Wire density map:
(1 px per um) The die is cut into 23 by 35 equal tiles; white is low, dark blue is high, scaled to the fullest tile. Values are wire area over tile area, all layers added.
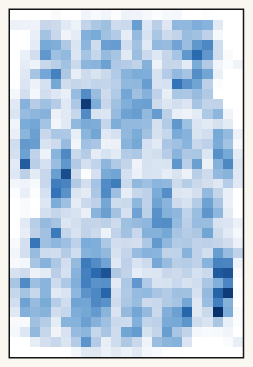
Zoomed window:
Region (101, 89) to (131, 119) um. Cells in grey, sequential cells in the stronger grey; small squares are vias.
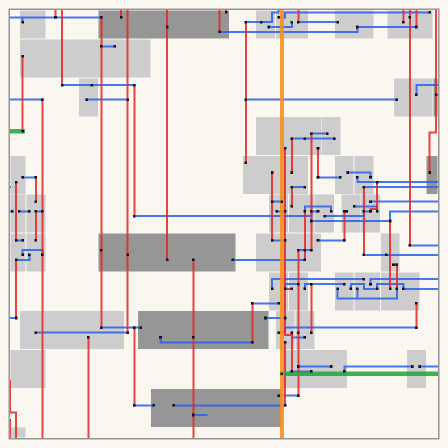
Routing congestion:
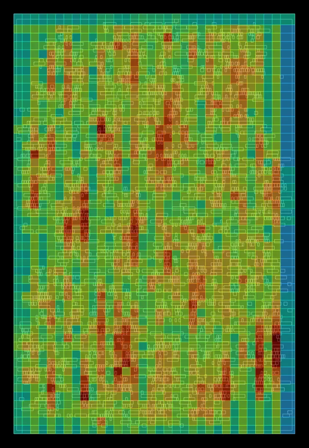
Selected gate families:
(1.5 px per um)
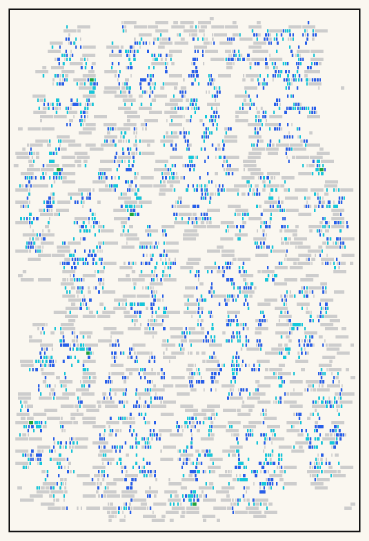
M4 wires:
(1.5 px per um) Supply wires on this layer in grey.
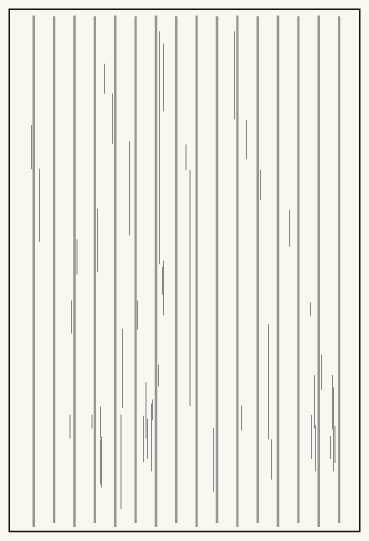
==> src/rtl/input_conditioner_pkg.sv <==
// Shared types and helpers for the board input conditioner.
package input_cond_pkg;

  // Key repeat FSM encodings, kept as plain constants for legacy users.
  localparam logic [1:0] KS_IDLE   = 2'd0;
  localparam logic [1:0] KS_HOLD   = 2'd1;
  localparam logic [1:0] KS_REPEAT = 2'd2;

  typedef enum logic [1:0] {
    IDLE   = KS_IDLE,
    HOLD   = KS_HOLD,
    REPEAT = KS_REPEAT
  } key_state_e;

  // Bits needed to hold values 0..max_count (never less than one bit).
  function automatic int cnt_width(input int max_count);
    if (max_count < 1) begin
      return 1;
    end else begin
      return $clog2(max_count + 1);
    end
  endfunction

  // Larger of two integers, used to size the shared repeat counter.
  function automatic int max_int(input int a, input int b);
    if (a > b) begin
      return a;
    end else begin
      return b;
    end
  endfunction

endpackage

==> src/rtl/input_conditioner_if.sv <==
// Pin-side and PIO-side signals of the input conditioner.
interface input_conditioner_if #(
  parameter int NUM_KEYS = 4,
  parameter int NUM_SW   = 10
);
  logic [NUM_KEYS-1:0] KEY;
  logic [NUM_SW-1:0]   SW;
  logic [NUM_KEYS-1:0] key_db;
  logic [NUM_SW-1:0]   sw_db;
  logic [NUM_KEYS-1:0] key_press;
  logic [NUM_KEYS-1:0] key_release;
  logic                sw_change;

  // Board side: drives raw pins, consumes clean levels and strobes.
  modport master (
    output KEY, SW,
    input  key_db, sw_db, key_press, key_release, sw_change
  );

  // Conditioner side.
  modport slave (
    input  KEY, SW,
    output key_db, sw_db, key_press, key_release, sw_change
  );
endinterface

==> src/rtl/input_conditioner_debounce_chan.sv <==
// One input channel: 2-flop synchroniser, stability counter and accepted level.
module debounce_chan
  import input_cond_pkg::*;
#(
  parameter logic RESET_LEVEL     = 1'b0,
  parameter int   DEBOUNCE_CYCLES = 500000
) (
  input  logic clk,
  input  logic rst_n,
  input  logic i_raw,
  output logic o_stable
);

  localparam int            CW       = cnt_width(DEBOUNCE_CYCLES);
  localparam logic [CW-1:0] CNT_LAST = CW'(DEBOUNCE_CYCLES - 1);

  logic          r_sync1;
  logic          r_sync2;
  logic          r_stable;
  logic [CW-1:0] r_cnt;

  // Bring the asynchronous pin into the clock domain; idle level on reset.
  always_ff @(posedge clk or negedge rst_n) begin
    if (!rst_n) begin
      r_sync1 <= RESET_LEVEL;
      r_sync2 <= RESET_LEVEL;
    end else begin
      r_sync1 <= i_raw;
      r_sync2 <= r_sync1;
    end
  end

  // Count consecutive mismatch cycles; any agreement restarts the window.
  always_ff @(posedge clk or negedge rst_n) begin
    if (!rst_n) begin
      r_stable <= RESET_LEVEL;
      r_cnt    <= {CW{1'b0}};
    end else if (r_sync2 == r_stable) begin
      r_cnt    <= {CW{1'b0}};
    end else if (r_cnt == CNT_LAST) begin
      r_stable <= r_sync2;
      r_cnt    <= {CW{1'b0}};
    end else begin
      r_cnt    <= r_cnt + CW'(1);
    end
  end

  assign o_stable = r_stable;

endmodule

==> src/rtl/input_conditioner.sv <==
// Debounces DE1 keys/switches and derives press, release and repeat strobes.
module input_conditioner
  import input_cond_pkg::*;
#(
  parameter int NUM_KEYS             = 4,
  parameter int NUM_SW               = 10,
  parameter int DEBOUNCE_CYCLES      = 500000,
  parameter int REPEAT_DELAY_CYCLES  = 25000000,
  parameter int REPEAT_PERIOD_CYCLES = 5000000
) (
  input logic                CLOCK_50,
  input logic                reset_n,
  input_conditioner_if.slave bus
);

  localparam int            RW          = cnt_width(max_int(REPEAT_DELAY_CYCLES, REPEAT_PERIOD_CYCLES));
  localparam bit            REPEAT_EN   = (REPEAT_DELAY_CYCLES != 0);
  localparam logic [RW-1:0] DELAY_LAST  = RW'((REPEAT_DELAY_CYCLES > 0) ? REPEAT_DELAY_CYCLES - 1 : 0);
  localparam logic [RW-1:0] PERIOD_LAST = RW'(REPEAT_PERIOD_CYCLES - 1);

  logic [NUM_KEYS-1:0] w_key_db;
  logic [NUM_SW-1:0]   w_sw_db;
  logic [NUM_KEYS-1:0] w_key_fall;
  logic [NUM_KEYS-1:0] w_key_rise;
  logic [NUM_KEYS-1:0] w_key_press;

  logic [NUM_KEYS-1:0] r_key_prev;
  logic [NUM_KEYS-1:0] r_key_rel;
  logic [NUM_SW-1:0]   r_sw_prev;
  logic                r_sw_chg;

  for (genvar k = 0; k < NUM_KEYS; k++) begin : g_key_db
    debounce_chan #(
      .RESET_LEVEL     (1'b1),
      .DEBOUNCE_CYCLES (DEBOUNCE_CYCLES)
    ) u_chan (
      .clk      (CLOCK_50),
      .rst_n    (reset_n),
      .i_raw    (bus.KEY[k]),
      .o_stable (w_key_db[k])
    );
  end

  for (genvar s = 0; s < NUM_SW; s++) begin : g_sw_db
    debounce_chan #(
      .RESET_LEVEL     (1'b0),
      .DEBOUNCE_CYCLES (DEBOUNCE_CYCLES)
    ) u_chan (
      .clk      (CLOCK_50),
      .rst_n    (reset_n),
      .i_raw    (bus.SW[s]),
      .o_stable (w_sw_db[s])
    );
  end

  // Keys are active-low: a press is a falling edge of the debounced level.
  assign w_key_fall = r_key_prev & ~w_key_db;
  assign w_key_rise = w_key_db & ~r_key_prev;

  // Previous-cycle copies of the clean levels and the edge strobes derived from them.
  always_ff @(posedge CLOCK_50 or negedge reset_n) begin
    if (!reset_n) begin
      r_key_prev <= {NUM_KEYS{1'b1}};
      r_key_rel  <= {NUM_KEYS{1'b0}};
      r_sw_prev  <= {NUM_SW{1'b0}};
      r_sw_chg   <= 1'b0;
    end else begin
      r_key_prev <= w_key_db;
      r_key_rel  <= w_key_rise;
      r_sw_prev  <= w_sw_db;
      r_sw_chg   <= |(w_sw_db ^ r_sw_prev);
    end
  end

  for (genvar g = 0; g < NUM_KEYS; g++) begin : g_rpt
    key_state_e    r_state;
    key_state_e    w_state_nxt;
    logic [RW-1:0] r_rcnt;
    logic [RW-1:0] w_rcnt_nxt;
    logic          r_press;
    logic          w_press_nxt;

    // Next-state logic; a release always wins over a repeat expiring together.
    always_comb begin
      w_state_nxt = r_state;
      w_rcnt_nxt  = r_rcnt;
      w_press_nxt = 1'b0;
      case (r_state)
        IDLE: begin
          w_rcnt_nxt = {RW{1'b0}};
          if (w_key_fall[g]) begin
            w_press_nxt = 1'b1;
            w_state_nxt = HOLD;
          end else begin
            w_state_nxt = IDLE;
          end
        end
        HOLD: begin
          if (w_key_rise[g]) begin
            w_state_nxt = IDLE;
            w_rcnt_nxt  = {RW{1'b0}};
          end else if (!REPEAT_EN) begin
            w_rcnt_nxt  = {RW{1'b0}};
          end else if (r_rcnt == DELAY_LAST) begin
            w_press_nxt = 1'b1;
            w_rcnt_nxt  = {RW{1'b0}};
            w_state_nxt = REPEAT;
          end else begin
            w_rcnt_nxt  = r_rcnt + RW'(1);
          end
        end
        REPEAT: begin
          if (w_key_rise[g]) begin
            w_state_nxt = IDLE;
            w_rcnt_nxt  = {RW{1'b0}};
          end else if (r_rcnt == PERIOD_LAST) begin
            w_press_nxt = 1'b1;
            w_rcnt_nxt  = {RW{1'b0}};
          end else begin
            w_rcnt_nxt  = r_rcnt + RW'(1);
          end
        end
        default: begin
          w_state_nxt = IDLE;
          w_rcnt_nxt  = {RW{1'b0}};
        end
      endcase
    end

    // Repeat FSM state, counter and registered press strobe.
    always_ff @(posedge CLOCK_50 or negedge reset_n) begin
      if (!reset_n) begin
        r_state <= IDLE;
        r_rcnt  <= {RW{1'b0}};
        r_press <= 1'b0;
      end else begin
        r_state <= w_state_nxt;
        r_rcnt  <= w_rcnt_nxt;
        r_press <= w_press_nxt;
      end
    end

    assign w_key_press[g] = r_press;
  end

  assign bus.key_db      = w_key_db;
  assign bus.sw_db       = w_sw_db;
  assign bus.key_press   = w_key_press;
  assign bus.key_release = r_key_rel;
  assign bus.sw_change   = r_sw_chg;

endmodule

==> src/flat_wrapper.sv <==
// flat-port wrapper written by rule: the top's interface ports become plain ports
module input_conditioner_flat import input_cond_pkg::*;
#(
  parameter int NUM_KEYS             = 4,
  parameter int NUM_SW               = 10,
  parameter int DEBOUNCE_CYCLES      = 500000,
  parameter int REPEAT_DELAY_CYCLES  = 25000000,
  parameter int REPEAT_PERIOD_CYCLES = 5000000
)
  (CLOCK_50, reset_n, bus_KEY, bus_SW, bus_key_db, bus_sw_db, bus_key_press, bus_key_release, bus_sw_change);
  input_conditioner_if #(.NUM_KEYS(NUM_KEYS), .NUM_SW(NUM_SW)) bus_i ();
  input logic CLOCK_50;
  input logic reset_n;
  input wire logic [$bits(bus_i.KEY)-1:0] bus_KEY;
  input wire logic [$bits(bus_i.SW)-1:0] bus_SW;
  output wire logic [$bits(bus_i.key_db)-1:0] bus_key_db;
  output wire logic [$bits(bus_i.sw_db)-1:0] bus_sw_db;
  output wire logic [$bits(bus_i.key_press)-1:0] bus_key_press;
  output wire logic [$bits(bus_i.key_release)-1:0] bus_key_release;
  output wire logic [$bits(bus_i.sw_change)-1:0] bus_sw_change;
  assign bus_i.KEY = bus_KEY;
  assign bus_i.SW = bus_SW;
  assign bus_key_db = bus_i.key_db;
  assign bus_sw_db = bus_i.sw_db;
  assign bus_key_press = bus_i.key_press;
  assign bus_key_release = bus_i.key_release;
  assign bus_sw_change = bus_i.sw_change;
  input_conditioner #(.NUM_KEYS(NUM_KEYS), .NUM_SW(NUM_SW), .DEBOUNCE_CYCLES(DEBOUNCE_CYCLES), .REPEAT_DELAY_CYCLES(REPEAT_DELAY_CYCLES), .REPEAT_PERIOD_CYCLES(REPEAT_PERIOD_CYCLES)) u_core (.CLOCK_50(CLOCK_50), .reset_n(reset_n), .bus(bus_i));
endmodule
==> config.mk <==
export PLATFORM = sky130hd
export DESIGN_NAME = input_conditioner_flat
export DESIGN_NICKNAME = d
export VERILOG_FILES = /design/src/rtl/input_conditioner_pkg.sv /design/src/rtl/input_conditioner_if.sv /design/src/rtl/input_conditioner_debounce_chan.sv /design/src/rtl/input_conditioner.sv /design/src/flat_wrapper.sv
export SDC_FILE = /design/constraint.sdc
export NUM_CORES = 1
export LEC_CHECK = 0
export ABC_AREA = 1
export CELL_PAD_IN_SITES_DETAIL_PLACEMENT = 0
export CELL_PAD_IN_SITES_GLOBAL_PLACEMENT = 2
export CORE_ASPECT_RATIO = 1.5
export CORE_MARGIN = 2
export CORE_UTILIZATION = 30
export DETAILED_ROUTE_END_ITERATION = 8
export PLACE_DENSITY = 0.65
export SLEW_MARGIN = 20
export SYNTH_ARGS = -nofsm -noshare
export SYNTH_HDL_FRONTEND = slang
export SYNTH_SLANG_ARGS = --single-unit
==> constraint.sdc <==
create_clock -name CLOCK_50 -period 1.94 [get_ports CLOCK_50]
set_input_delay 0.388 -clock CLOCK_50 [delete_from_list [all_inputs] [get_ports CLOCK_50]]
set_output_delay 0.388 -clock CLOCK_50 [all_outputs]
set_load 0.05 [all_outputs]
==> Implementation_results.wiki <==
== Metrics ==
{| class="wikitable"
! Metric !! Value
|-
| Worst slew margin relative to its limit || 67.50%
|-
| Leading cell types by total area after synthesis || sky130_fd_sc_hd__dfrtp_1, sky130_fd_sc_hd__nor2_1, sky130_fd_sc_hd__nand2_1
|-
| Seq/Total Area, Yosys || 46.74%
|-
| Leak Pwr || about 12 nW
|-
| Library cell with the largest summed area after synthesis || sky130_fd_sc_hd__dfrtp_1
|-
| Post-CTS Hold Fix Bufs || 1
|-
| Clk Tree Root Cell || sky130_fd_sc_hd__clkbuf_16
|-
| Routed length on met1 || 25.74 mm
|-
| Main synth FF type || sky130_fd_sc_hd__dfrtp_1
|-
| Post-synthesis async set-or-reset flop share || 100.0%
|-
| Final number of max-transition violations || 0
|-
| Total instance count after detailed placement || 4161
|-
| Proportion of power drawn by combinational gates || 2.8%
|-
| Vias in the first global route || 20490
|-
| Detailed-routed wire length on met2 || roughly 33 mm
|-
| Clock Path Buffers || 3
|-
| Final critical-path share of the clock period || ~96%
|-
| PwrDens || 749.0 nW/um^2
|-
| Outcome || finished clean
|-
| Maximum number of pins on one net before global-route repair || slightly above 80
|-
| Part of the total power dissipated in sequential elements || 45.4%
|-
| Clock network contribution to total cell area || 6.722%
|-
| Total clock buffers created by CTS || 51
|-
| Proportion of power drawn by the clock network || 51.8%
|-
| Number of endpoints with negative hold slack in the final report || 0
|-
| Leftover overflow at the end of global routing || 0
|-
| Seq/total area || 40.09%
|-
| DRC viols || 0
|-
| Wire length of the first global-routing pass || 103.4 mm
|-
| Io pins || 39
|-
| WP data required || between 1500 and 2000 ps
|-
| Horizontal die dimension || 232.7 um
|-
| Biggest fanout along the worst timing path || 4
|-
| PortBufs || 38
|-
| Vert. Die Dim || between 300 and 400 um
|-
| Number of rows created at floorplan || 125
|-
| Total nets after synthesis || between 3000 and 4000
|-
| Syn. warnings || 0
|-
| Area-dominant cell class after layout || sequential cells
|-
| Number of multi-input combinational cells || 2235
|-
| Layout cell share with drive strength beyond 1 || 9.444%
|}
-- 'wire density map' (at the start) --
tiles over half the peak: 14%
nearly empty tiles: 9.1%
fullest tile: 0.41
mean over tiles: 0.12
Avg WL per Cell: 14.54 um
overall global routing resource usage: 15.63%
final WL: 61.88 mm
number of vias after detailed routing: 19800

-- 'zoomed window' (at the start) --
legend:
  M2:
    colour: red
  M3:
    colour: green
  M4:
    colour: orange
  M1:
    colour: blue
sequential cells in the window: 4
most frequent: inv_1 (9), nand2_1 (7)
netlist names of flops here include: u_core.g_rpt.r_state (2)
cells with their middle in the window: 39

-- 'routing congestion' (at the start) --
met1 track demand over resource in global routing: 17.86%
busiest metal layer after global routing: met2
global routing met3 resource utilization: 2.217%
Layout Utilization: 35.39%

-- 'selected gate families' (at the start) --
legend:
  nor cells:
    colour: cyan
    cells: 842
    where: widely spread
  nand cells:
    colour: blue
    cells: 1010
    where: widely spread
  non-inverting ao/oa cells:
    colour: green
    cells: 7
most common library cell in the layout ignoring fill and taps: sky130_fd_sc_hd__nor2_1
number of standard cells in the final layout excluding fillers: 4256
Comb area share: 39.77%

-- 'M4 wires' (at the start) --
nets with wire on the layer: 24
main direction: vertical
wire length on this layer: 1670 um
longest straight run: 157 um
share of all routed wire: 2.7%

-- placed cells by master, fill, tap and decap left out, drive strengths merged, types with 3 or more instances in the layout --
cell type and instances:
o21ai 41, a221oi 3, xor2 99, dfstp 16, inv 353, nor3 119
nand4 95, o21bai 5, nor3b 26, bufinv 9, dlygate4sd2 5, or2 30
and3 4, ha 34, nand3 262, dfrtp 423, clkdlybuf4s50 14, a31oi 13
nand3b 10, xnor2 28, clkinv 14, clkinvlp 5, nand2 643, clkbuf 72
a211oi 7, buf 93, nor4 3, and2 10, a21oi 95, a31o 6
o211ai 5, nor2 694
-- worst max-delay path: stages (launching register included) --
cell	delay, ps
sky130_fd_sc_hd__dfstp_2	560
sky130_fd_sc_hd__buf_4	170
sky130_fd_sc_hd__buf_12	140
Power figures rest on the tool's default switching activity, not on a simulated workload.
